--- config.mk ---
export PLATFORM = sky130hd
export DESIGN_NAME = i2c_slave_responder
export DESIGN_NICKNAME = d
export VERILOG_FILES = /design/src/rtl/i2c_slave_responder.sv
export SDC_FILE = /design/constraint.sdc
export NUM_CORES = 1
export LEC_CHECK = 0
export CAP_MARGIN = 20
export CORE_AREA = 10 10 282 284
export CTS_CLUSTER_DIAMETER = 60
export CTS_CLUSTER_SIZE = 20
export DETAILED_ROUTE_END_ITERATION = 8
export DIE_AREA = 0 0 292 294
export PLACE_DENSITY_LB_ADDON = 0.08
export SLEW_MARGIN = 10
export SYNTH_ARGS = -nofsm -noshare
export SYNTH_HDL_FRONTEND = slang
export SYNTH_SLANG_ARGS = --single-unit
--- constraint.sdc ---
create_clock -name clk_i -period 2.1 [get_ports clk_i]
set_input_delay 0.42 -clock clk_i [delete_from_list [all_inputs] [get_ports clk_i]]
set_output_delay 0.42 -clock clk_i [all_outputs]
set_load 0.03 [all_outputs]
--- src/rtl/i2c_slave_responder.sv ---
// ---------------------------------------------------------------------------
// i2c_slave_responder
//
// I2C target with a 7-bit address, backed by a small byte register file that
// behaves like a serial EEPROM. After the address byte with R/W=0, the first
// data byte sets the pointer. Each later data byte is written at the pointer,
// and the pointer then increments. A read (R/W=1) returns bytes starting at
// the pointer and also increments it. SCL and SDA are oversampled on clk_i.
// This block never stretches the clock.
//
// Ports
//   clk_i      system clock
//   rst_i      synchronous active-high reset
//   scl_i      bus clock (input only)
//   sda_i      bus data as seen on the wire
//   sda_o      open-drain data drive: 0 = pull low, 1 = release
//   loc_we     local write strobe into the register file
//   loc_addr   local register address
//   loc_wdata  local write data
//   loc_rdata  mem[loc_addr], registered, one-cycle latency
//   busy       high from an addressed START until STOP
//   wr_strobe  one-cycle pulse for each data byte stored from the bus
//   wr_addr    register address of that byte, valid with wr_strobe
// ---------------------------------------------------------------------------
module i2c_slave_responder #(
    parameter int                I2C_AW     = 7,
    parameter logic [I2C_AW-1:0] SLAVE_ADDR = 7'h22,
    parameter int                MEM_AW     = 5,
    parameter int                I2C_DW     = 8
) (
    input  logic              clk_i,
    input  logic              rst_i,
    input  logic              scl_i,
    input  logic              sda_i,
    output logic              sda_o,
    input  logic              loc_we,
    input  logic [MEM_AW-1:0] loc_addr,
    input  logic [I2C_DW-1:0] loc_wdata,
    output logic [I2C_DW-1:0] loc_rdata,
    output logic              busy,
    output logic              wr_strobe,
    output logic [MEM_AW-1:0] wr_addr
);

    localparam int            MEM_DEPTH = 1 << MEM_AW;
    localparam logic [3:0]    LAST_BIT  = 4'(I2C_DW - 1);
    localparam logic [3:0]    BYTE_BITS = 4'(I2C_DW);

    typedef enum logic [2:0] {
        S_IDLE,
        S_ADDR,
        S_ADDR_ACK,
        S_WR_DATA,
        S_WR_ACK,
        S_RD_DATA,
        S_RD_ACK,
        S_IGNORE
    } state_t;

    // -----------------------------------------------------------------------
    // Input synchronisers. Bits [1:0] are the two-flop synchroniser, and
    // bit [1] is the synced value. Bit [2] holds the previous synced value
    // for edge detection. The flops reset to 1, which is the idle bus level.
    // -----------------------------------------------------------------------
    logic [2:0] scl_pipe_reg;
    logic [2:0] sda_pipe_reg;

    always_ff @(posedge clk_i) begin
        if (rst_i) begin
            scl_pipe_reg <= 3'b111;
            sda_pipe_reg <= 3'b111;
        end else begin
            scl_pipe_reg <= {scl_pipe_reg[1:0], scl_i};
            sda_pipe_reg <= {sda_pipe_reg[1:0], sda_i};
        end
    end

    logic scl_sync, sda_sync;
    logic scl_rise, scl_fall;
    logic start_evt, stop_evt;

    assign scl_sync  = scl_pipe_reg[1];
    assign sda_sync  = sda_pipe_reg[1];
    assign scl_rise  =  scl_pipe_reg[1] & ~scl_pipe_reg[2];
    assign scl_fall  = ~scl_pipe_reg[1] &  scl_pipe_reg[2];
    assign start_evt =  scl_sync & ~sda_pipe_reg[1] &  sda_pipe_reg[2];
    assign stop_evt  =  scl_sync &  sda_pipe_reg[1] & ~sda_pipe_reg[2];

    // -----------------------------------------------------------------------
    // Register file: two read ports (bus side and local side), both
    // registered. A local write and a bus write to the same address in the
    // same cycle both reach this block. The bus write is last, so it wins.
    // -----------------------------------------------------------------------
    logic [I2C_DW-1:0] mem [MEM_DEPTH];
    logic [I2C_DW-1:0] loc_rdata_reg;
    logic [I2C_DW-1:0] mem_rdata_reg;

    // -----------------------------------------------------------------------
    // Protocol state
    // -----------------------------------------------------------------------
    state_t            state_reg,      state_next;
    logic [3:0]        bit_cnt_reg,    bit_cnt_next;
    logic [I2C_DW-1:0] sr_reg,         sr_next;
    logic              sda_o_reg,      sda_o_next;
    logic              busy_reg,       busy_next;
    logic              rw_reg,         rw_next;
    logic              first_byte_reg, first_byte_next;
    logic [MEM_AW-1:0] ptr_reg,        ptr_next;
    logic              wr_strobe_reg,  wr_strobe_next;
    logic [MEM_AW-1:0] wr_addr_reg,    wr_addr_next;
    logic              i2c_we;
    logic [I2C_DW-1:0] rx_byte;

    // rx_byte is the byte as it stands once the bit sampled on this
    // SCL rising edge has been shifted in.
    assign rx_byte = {sr_reg[I2C_DW-2:0], sda_sync};

    always_ff @(posedge clk_i) begin
        if (rst_i) begin
            state_reg      <= S_IDLE;
            bit_cnt_reg    <= '0;
            sr_reg         <= '0;
            sda_o_reg      <= 1'b1;
            busy_reg       <= 1'b0;
            rw_reg         <= 1'b0;
            first_byte_reg <= 1'b0;
            ptr_reg        <= '0;
            wr_strobe_reg  <= 1'b0;
            wr_addr_reg    <= '0;
        end else begin
            state_reg      <= state_next;
            bit_cnt_reg    <= bit_cnt_next;
            sr_reg         <= sr_next;
            sda_o_reg      <= sda_o_next;
            busy_reg       <= busy_next;
            rw_reg         <= rw_next;
            first_byte_reg <= first_byte_next;
            ptr_reg        <= ptr_next;
            wr_strobe_reg  <= wr_strobe_next;
            wr_addr_reg    <= wr_addr_next;
        end
    end

    always_comb begin
        state_next      = state_reg;
        bit_cnt_next    = bit_cnt_reg;
        sr_next         = sr_reg;
        sda_o_next      = sda_o_reg;
        busy_next       = busy_reg;
        rw_next         = rw_reg;
        first_byte_next = first_byte_reg;
        ptr_next        = ptr_reg;
        wr_strobe_next  = 1'b0;
        wr_addr_next    = wr_addr_reg;
        i2c_we          = 1'b0;

        if (start_evt) begin
            // A START or repeated START drops any partial byte.
            state_next   = S_ADDR;
            bit_cnt_next = '0;
            sda_o_next   = 1'b1;
        end else if (stop_evt) begin
            state_next = S_IDLE;
            sda_o_next = 1'b1;
            busy_next  = 1'b0;
        end else begin
            case (state_reg)
                S_IDLE: begin
                end

                S_ADDR: begin
                    if (scl_rise) begin
                        sr_next = rx_byte;
                        if (bit_cnt_reg == LAST_BIT) begin
                            bit_cnt_next = '0;
                            if (rx_byte[I2C_DW-1 -: I2C_AW] == SLAVE_ADDR) begin
                                rw_next    = rx_byte[0];
                                busy_next  = 1'b1;
                                state_next = S_ADDR_ACK;
                            end else begin
                                state_next = S_IGNORE;
                            end
                        end else begin
                            bit_cnt_next = bit_cnt_reg + 1'b1;
                        end
                    end
                end

                // The 8th falling edge pulls SDA low. The 9th rising edge
                // ends the ACK bit. The 9th falling edge belongs to the next
                // state: it either releases SDA (write) or drives the first
                // read bit (read).
                S_ADDR_ACK: begin
                    if (scl_fall) begin
                        sda_o_next = 1'b0;
                    end else if (scl_rise) begin
                        bit_cnt_next = '0;
                        if (rw_reg) begin
                            sr_next    = mem_rdata_reg;
                            state_next = S_RD_DATA;
                        end else begin
                            first_byte_next = 1'b1;
                            state_next      = S_WR_DATA;
                        end
                    end
                end

                S_WR_DATA: begin
                    if (scl_fall) begin
                        sda_o_next = 1'b1;
                    end else if (scl_rise) begin
                        sr_next = rx_byte;
                        if (bit_cnt_reg == LAST_BIT) begin
                            bit_cnt_next = '0;
                            state_next   = S_WR_ACK;
                            if (first_byte_reg) begin
                                ptr_next        = rx_byte[MEM_AW-1:0];
                                first_byte_next = 1'b0;
                            end else begin
                                i2c_we         = 1'b1;
                                wr_strobe_next = 1'b1;
                                wr_addr_next   = ptr_reg;
                                ptr_next       = ptr_reg + 1'b1;
                            end
                        end else begin
                            bit_cnt_next = bit_cnt_reg + 1'b1;
                        end
                    end
                end

                S_WR_ACK: begin
                    if (scl_fall) begin
                        sda_o_next = 1'b0;
                    end else if (scl_rise) begin
                        state_next = S_WR_DATA;
                    end
                end

                // bit_cnt counts the falling edges driven so far in this
                // byte. Edges 0..7 put bits out MSB first. Edge 8 releases
                // SDA so the master can ACK.
                S_RD_DATA: begin
                    if (scl_fall) begin
                        if (bit_cnt_reg == BYTE_BITS) begin
                            sda_o_next   = 1'b1;
                            ptr_next     = ptr_reg + 1'b1;
                            bit_cnt_next = '0;
                            state_next   = S_RD_ACK;
                        end else begin
                            sda_o_next   = sr_reg[I2C_DW-1];
                            sr_next      = {sr_reg[I2C_DW-2:0], 1'b0};
                            bit_cnt_next = bit_cnt_reg + 1'b1;
                        end
                    end
                end

                // The pointer advanced at least one SCL half-period ago.
                // That gives mem_rdata_reg time to reflect the next byte.
                S_RD_ACK: begin
                    if (scl_rise) begin
                        if (!sda_sync) begin
                            sr_next      = mem_rdata_reg;
                            bit_cnt_next = '0;
                            state_next   = S_RD_DATA;
                        end else begin
                            state_next = S_IGNORE;
                        end
                    end
                end

                S_IGNORE: begin
                    sda_o_next = 1'b1;
                end

                default: begin
                    state_next = S_IDLE;
                    sda_o_next = 1'b1;
                end
            endcase
        end
    end

    always_ff @(posedge clk_i) begin
        if (loc_we) begin
            mem[loc_addr] <= loc_wdata;
        end
        if (i2c_we && !rst_i) begin
            mem[ptr_reg] <= rx_byte;
        end
    end

    always_ff @(posedge clk_i) begin
        if (rst_i) begin
            loc_rdata_reg <= '0;
            mem_rdata_reg <= '0;
        end else begin
            loc_rdata_reg <= mem[loc_addr];
            mem_rdata_reg <= mem[ptr_reg];
        end
    end

    assign sda_o     = sda_o_reg;
    assign busy      = busy_reg;
    assign wr_strobe = wr_strobe_reg;
    assign wr_addr   = wr_addr_reg;
    assign loc_rdata = loc_rdata_reg;

endmodule

==> flow_metrics.tcl, run 1 <==
# yosys + openroad results
set metrics [dict create \
    combPwrFrac_pct 10.1 \
    setup_ws_ns -0.182 \
    violations "negative setup slack" \
    r2r_start "bit_cnt_reg[1]" \
    synth-edff-count 256 \
    rsz0062_at_grt "true" \
    cap_violations 0 \
    wirelength_um 92300 \
    syn-cell-area_sq_mm 0.0190 \
    layout.nets 1907 \
    outcome "complete, but fails checks" \
    crit_type "flop to flop" \
    leakage_nw 10.2 \
    drtIter0Drc 1237 \
    fp_util_pct 25.7 \
    top_area_share_pct 40.4 \
    finalMaxSlewViolations 0 \
    area_growth_syn_to_layout_pct 40.3 \
    synth_area_per_cell_sq_um 12.9 \
    clkLatencyLatePin_ns 0.58 \
    crit_end "mem[1][7]" \
    grt_pass1_wl_um 126000 \
    grt.overflow.total 0 \
    hold_violations 0 \
    drive_gt1_share_pct 48.4 \
    tns_ns -48.54 \
    ys_seq_elements 308 \
    warnings 33 \
    grt_max_degree 36 \
    finalSetupViolCount 476 \
    pwr-share-clk_pct 45.2 \
    antenna_cells 0 \
    die_area_sq_mm 0.0858 \
    clock-sinks 308 \
    cp-startpoint "bit_cnt_reg[1]" \
    ys_area_sq_mm 0.0190 \
    tightestPinTransition_ns 1.20 \
    path_max_fanout 9 \
    yosysMostFrequentCell "mux2i_1" \
    ir_drop_mv 0.542 \
    cp.arrival_ns 2.60 \
    r2r-end "mem[1][7]" \
]
==> run 1: stage by stage <==
step	instances	power (W)	hold WS, ns
6_report	2881	0.0151	0.400
5_1_grt	2881	0.0156	0.401
4_1_cts	2860	0.0153	0.367
3_5_place_dp	2757	0.00840	0.396
3_3_place_gp	2757	0.00839	0.396
2_1_floorplan	1477	0.00762	0.389
==> run 1: cells by family (layout without fill, tap and decap cells) <==
group | count (synthesis) | after routing | share of synthesized area (%)
DFF | 308 | 308 | 45.9
adders and majority gates | 6 | 6 | 0.395
muxes | 522 | 522 | 32.3
buffers and inverters | 133 | 546 | 3.25
and+or+nand+nor | 290 | 312 | 10.8
xor gates and xnor gates | 1 | 1 | 0.0856
AOI/OAI and AO/OA | 217 | 217 | 7.34
==> run 1: placed cells by master (no fill, tap or decap), types with 6 or more instances in the layout <==
master           synthesis  final
buf_2                   31      9
mux2i_1                266    252
nor2b_1                 14     13
and2_1                   8      7
nor4_4                   0      7
dfxtp_1                 52     40
mux2i_2                  0      7
buf_12                   4     64
nor2_1                  25     25
nand3_1                 21     20
nand2_4                  0     13
mux2_2                  94     94
clkdlybuf4s50_1          0     23
a311oi_1                 9      9
nand2_1                102     73
buf_16                   0     10
dfxtp_2                  0     10
nor4_1                  33     20
nand2_8                 32     64
edfxtp_1               256    256
o22ai_1                132    120
o21ai_0                  7      7
inv_6                    0      7
inv_1                   12     11
nor3_1                   8      8
nand2_2                  0      6
nor4_2                   0      6
a21oi_1                 41     37
o22ai_2                  0     12
mux2_4                 157    160
mux2i_4                  0      7
buf_4                    2    341
clkbuf_16                0     41
buf_6                    1     13
==> run 1: how the worst min path moves through the flow <==
| stage | slack (ns) | end | cells past startpoint |
|---|---|---|---|
| after floorplan | 0.39 | scl_pipe_reg[1] | 1 |
| after global placement | 0.40 | scl_pipe_reg[1] | 1 |
| after detailed placement | 0.40 | scl_pipe_reg[1] | 1 |
| after CTS | 0.37 | sda_pipe_reg[0] | 2 |
| after global routing | 0.40 | sda_pipe_reg[0] | 2 |
| final | 0.40 | sda_pipe_reg[0] | 2 |
==> run 1: metal layers <==
| metal | share of wire, % | track usage [%] |
|---|---|---|
| met5 | 0 | 0 |
| met4 | 3.0 | 5.27 |
| met3 | 3.7 | 2.38 |
| met2 | 48 | 35.1 |
| met1 | 46 | 28.0 |
==> run 1: area by class of cell <==
type / instances / area [sq um] / share of cell area [%]
Timing Repair Buffer: 465 / 4640 / 17.4
Multi-Input combinational cell: 1058 / 10800 / 40.4
Clock buffer: 42 / 976 / 3.66
Clock inverter: 27 / 285 / 1.07
Inverter: 12 / 47.5 / 0.178
Sequential cell: 308 / 8750 / 32.8
Tap cell: 969 / 1210 / 4.54
==> run 1: repair_timing <==
item | in CTS | in global routing
buffers inserted | 25 | 17
gates resized | 102 | 84
cloned | 15 | 15
setup endpoints to repair | 525 | 532
pin swaps | 15 | 30
endpoints found under the hold margin | 0 | 0
==> run 1: critical path: stages, from the launching register on <==
cell     delay, ns
dfxtp_2       0.35
ha_4          0.13
and3b_2       0.23
nand3_4       0.15
nor4b_4       0.33
buf_12        0.30
nand2_8       0.16
mux2_4        0.32
### Pin placement, run 1

(1.5 px per um) Pins as bars across the die edge, other pins in grey.
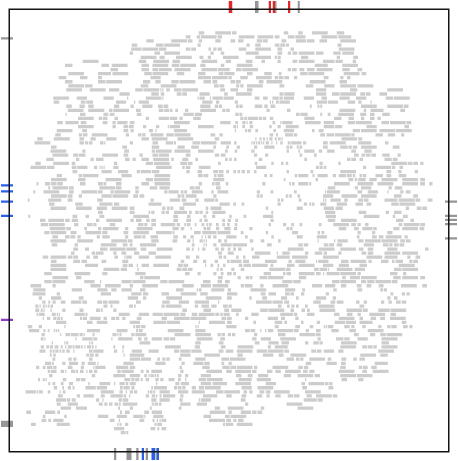
[blue] `loc_wdata` | pins: 8 | direction: input | edge: 4 west, 4 south
[purple] `busy` | pins: 1 | direction: output | edge: west
[red] `loc_addr` | pins: 5 | direction: input | edge: north
Die H: 294 um
Die X: 292 um
PortBufs: 33

### Sequential cells coloured by netlist name, run 1

(1 px per um) Other sequential cells in the stronger grey, the rest of the logic in the fainter grey.
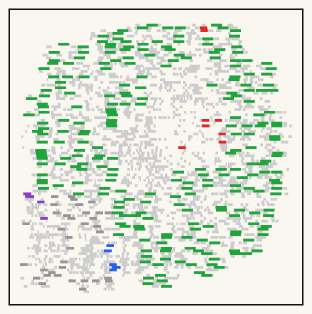
[red] `loc_rdata` | placed flops: 8
[purple] `bit_cnt_reg` | placed flops: 4
[green] `mem` | placed flops: 256 | where: widely spread
[blue] `ptr_reg` | placed flops: 5
P_seq: 0.00675 W
Seq/total area: 32.8%
FF/Latch Area: 0.00875 sq mm
fin util: 36.1%

### A small window of the routed layout, run 1

Region (134, 76) to (159, 101) um. Cells in grey, sequential cells in the stronger grey; small squares are vias.
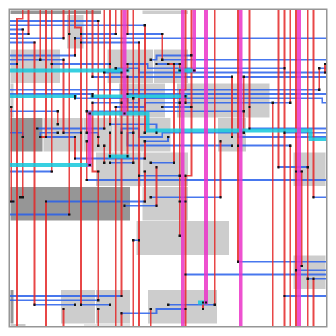
[red] met2
[blue] met1
[magenta] met4
[cyan] met3
sequential cells in the window: 1
most frequent: mux2i_1 (6), buf_4 (6)
cells with their middle in the window: 21
netlist names of flops here include: `mem` (1)

### Routing congestion, run 1

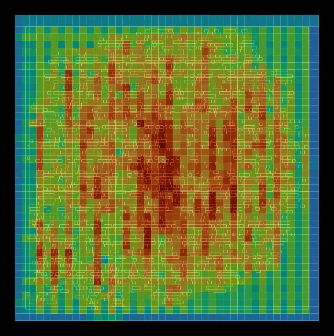
busiest grt layer: met2
grt met3 use: 2.38%

==> inputs of run 2 (changes only) <==
--- a/config.mk
+++ b/config.mk
@@ -12,7 +12,7 @@
 export DETAILED_ROUTE_END_ITERATION = 8
 export DIE_AREA = 0 0 292 294
 export PLACE_DENSITY_LB_ADDON = 0.08
-export SLEW_MARGIN = 10
+export SLEW_MARGIN = 20
 export SYNTH_ARGS = -nofsm -noshare
 export SYNTH_HDL_FRONTEND = slang
 export SYNTH_SLANG_ARGS = --single-unit
### Pin placement, run 2

(1.5 px per um) Pins as bars across the die edge, other pins in grey.
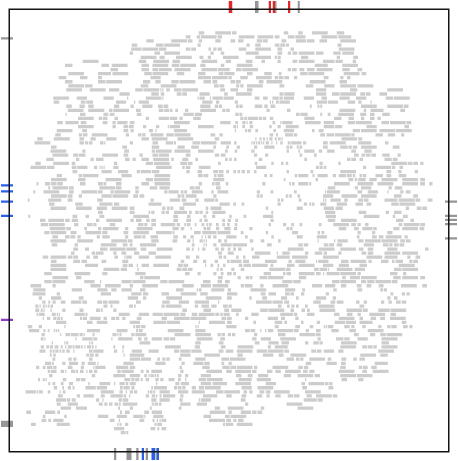
[purple] `busy` | pins: 1 | direction: output | edge: west
[red] `loc_addr` | pins: 5 | direction: input | edge: north
[blue] `loc_wdata` | pins: 8 | direction: input | edge: 4 west, 4 south
all pins by edge: 11 south, 9 west, 9 north, 5 east

==> flow_metrics.tcl, run 2 <==
# yosys + openroad results
set metrics [dict create \
    syn-cell-area_sq_mm 0.0190 \
    htreeDepth 2 \
    hold_violations 0 \
    leakage_nw 10.2 \
    die_width_um 292 \
    whs_path_depth 2 \
    critical_path_depth 7 \
    path_max_fanout 9 \
    grt.overflow.total 0 \
    grt_pass1_vias 14800 \
    violations "negative setup slack" \
    tightestPinTransition_ns 1.20 \
    finalMaxSlewViolations 0 \
    cp_cell_sequence "ha_4 -> and3b_2 -> nand3_4 -> nor4b_4 -> buf_12 -> nand2_8 -> mux2_4" \
    cp.arrival_ns 2.60 \
    rsz0062_at_grt "true" \
    r2r-end "mem[1][7]" \
    yosysMostFrequentCell "mux2i_1" \
    antenna_cells 0 \
    fp_util_pct 25.7 \
    setup_ws_ns -0.182 \
    grt_pass1_wl_um 126000 \
    ys_sh_simple_pct 10.8 \
    drive_gt1_share_pct 48.4 \
    die_area_sq_mm 0.0858 \
    drtIter0Drc 1237 \
    cp_slowest_cell "dfxtp_2" \
    cpLargestDelayFamily "simple AND/OR/NAND/NOR gates" \
    grt_max_degree 36 \
    synth_area_per_cell_sq_um 12.9 \
    top_area_share_pct 40.4 \
    crit_type "flop to flop" \
    clkLatencyLatePin_ns 0.58 \
    ys_sh_mux_pct 32.3 \
    slowest_delay_ns 0.35 \
    layout_top_cell "buf_4" \
    layout.nets 1907 \
    wirelength_um 92300 \
    mostFrequentLayoutCells "buf_4, edfxtp_1, mux2i_1" \
    power.total_w 0.0151 \
    area_growth_syn_to_layout_pct 40.3 \
    ys_seq_elements 308 \
    holdPathEnd "sda_pipe_reg[0]" \
    outcome "complete, but fails checks" \
    critical_path_buf_inv_count 1 \
    ys_area_sq_mm 0.0190 \
    finalSetupViolCount 476 \
    r2r_start "bit_cnt_reg[1]" \
]
-- run 2: metrics by stage --
step | setup TNS (ns) | cell area (sq um) | instances | utilization (%) | hold WS, ns
final | -48.54 | 26700 | 2881 | 36.1 | 0.400
after global placement | -84.95 | 23700 | 2757 | 32.1 | 0.396
after detailed placement | -82.49 | 23700 | 2757 | 32.1 | 0.396
after floorplan | -0.268 | 19100 | 1477 | - | 0.389
after global routing | -87.54 | 26700 | 2881 | 36.1 | 0.401
after CTS | -65.00 | 25900 | 2860 | 35.1 | 0.367
-- run 2: metal layers --
metal | part of all wire [%] | up-vias | GRT usage, % | wire [um]
li1 | - | 6580 | - | -
met1 | 46 | 7605 | 28.0 | 42200
met2 | 48 | 339 | 35.1 | 43900
met3 | 3.7 | 94 | 2.38 | 3390
met4 | 3.0 | 0 | 5.27 | 2760
met5 | 0 | - | 0 | 0
-- run 2: cell type report --
type                    instances  area, sq um
clock buffers                  42          976
clock inverters                27          285
fillers                      7243        47300
inverters                      12         47.5
multi-input cells            1058        10800
flip-flops and latches        308         8750
well taps                     969         1210
repair buffers                465         4640
-- run 2: logic make-up after synthesis --
| logic type | count (synthesis) |
|---|---|
| compound gates | 217 |
| xor+xnor | 1 |
| fa+ha+maj | 6 |
| buf+inv | 133 |
| flops | 308 |
| mux | 522 |
| simple gates | 290 |
-- run 2: worst max-delay path by stage --
stage | start | end | slack [ns]
after floorplan | bit_cnt_reg[0] | mem[1][1] | -0.02
after global placement | loc_addr[4] | loc_rdata[0] | -0.80
after detailed placement | loc_addr[4] | loc_rdata[0] | -0.77
after CTS | bit_cnt_reg[1] | mem[2][3] | -0.20
after global routing | bit_cnt_reg[1] | mem[9][6] | -0.26
final | bit_cnt_reg[1] | mem[1][7] | -0.18
-- run 2: worst register-to-register path, delay by kind of cell, from the launching register on --
family | cells | cell delay (ns)
adders and majority gates | 1 | 0.13
muxes | 1 | 0.32
and+or+nand+nor | 4 | 0.92
buffers and inverters | 1 | 0.31
DFF | 1 | 0.35
-- run 2: power breakdown --
part | internal, W | switching (W)
registers | 0.00670 | 0.0000559
clock network | 0.00382 | 0.00299
logic | 0.000723 | 0.000806
-- run 2: what timing repair did --
item	in CTS	in global routing
gates cloned	15	15
endpoints found under the setup margin	525	532
pin swaps	15	30
gates resized	102	84
setup buffers	25	17
hold buffers	0	0
Power figures rest on the tool's default switching activity, not on a simulated workload.
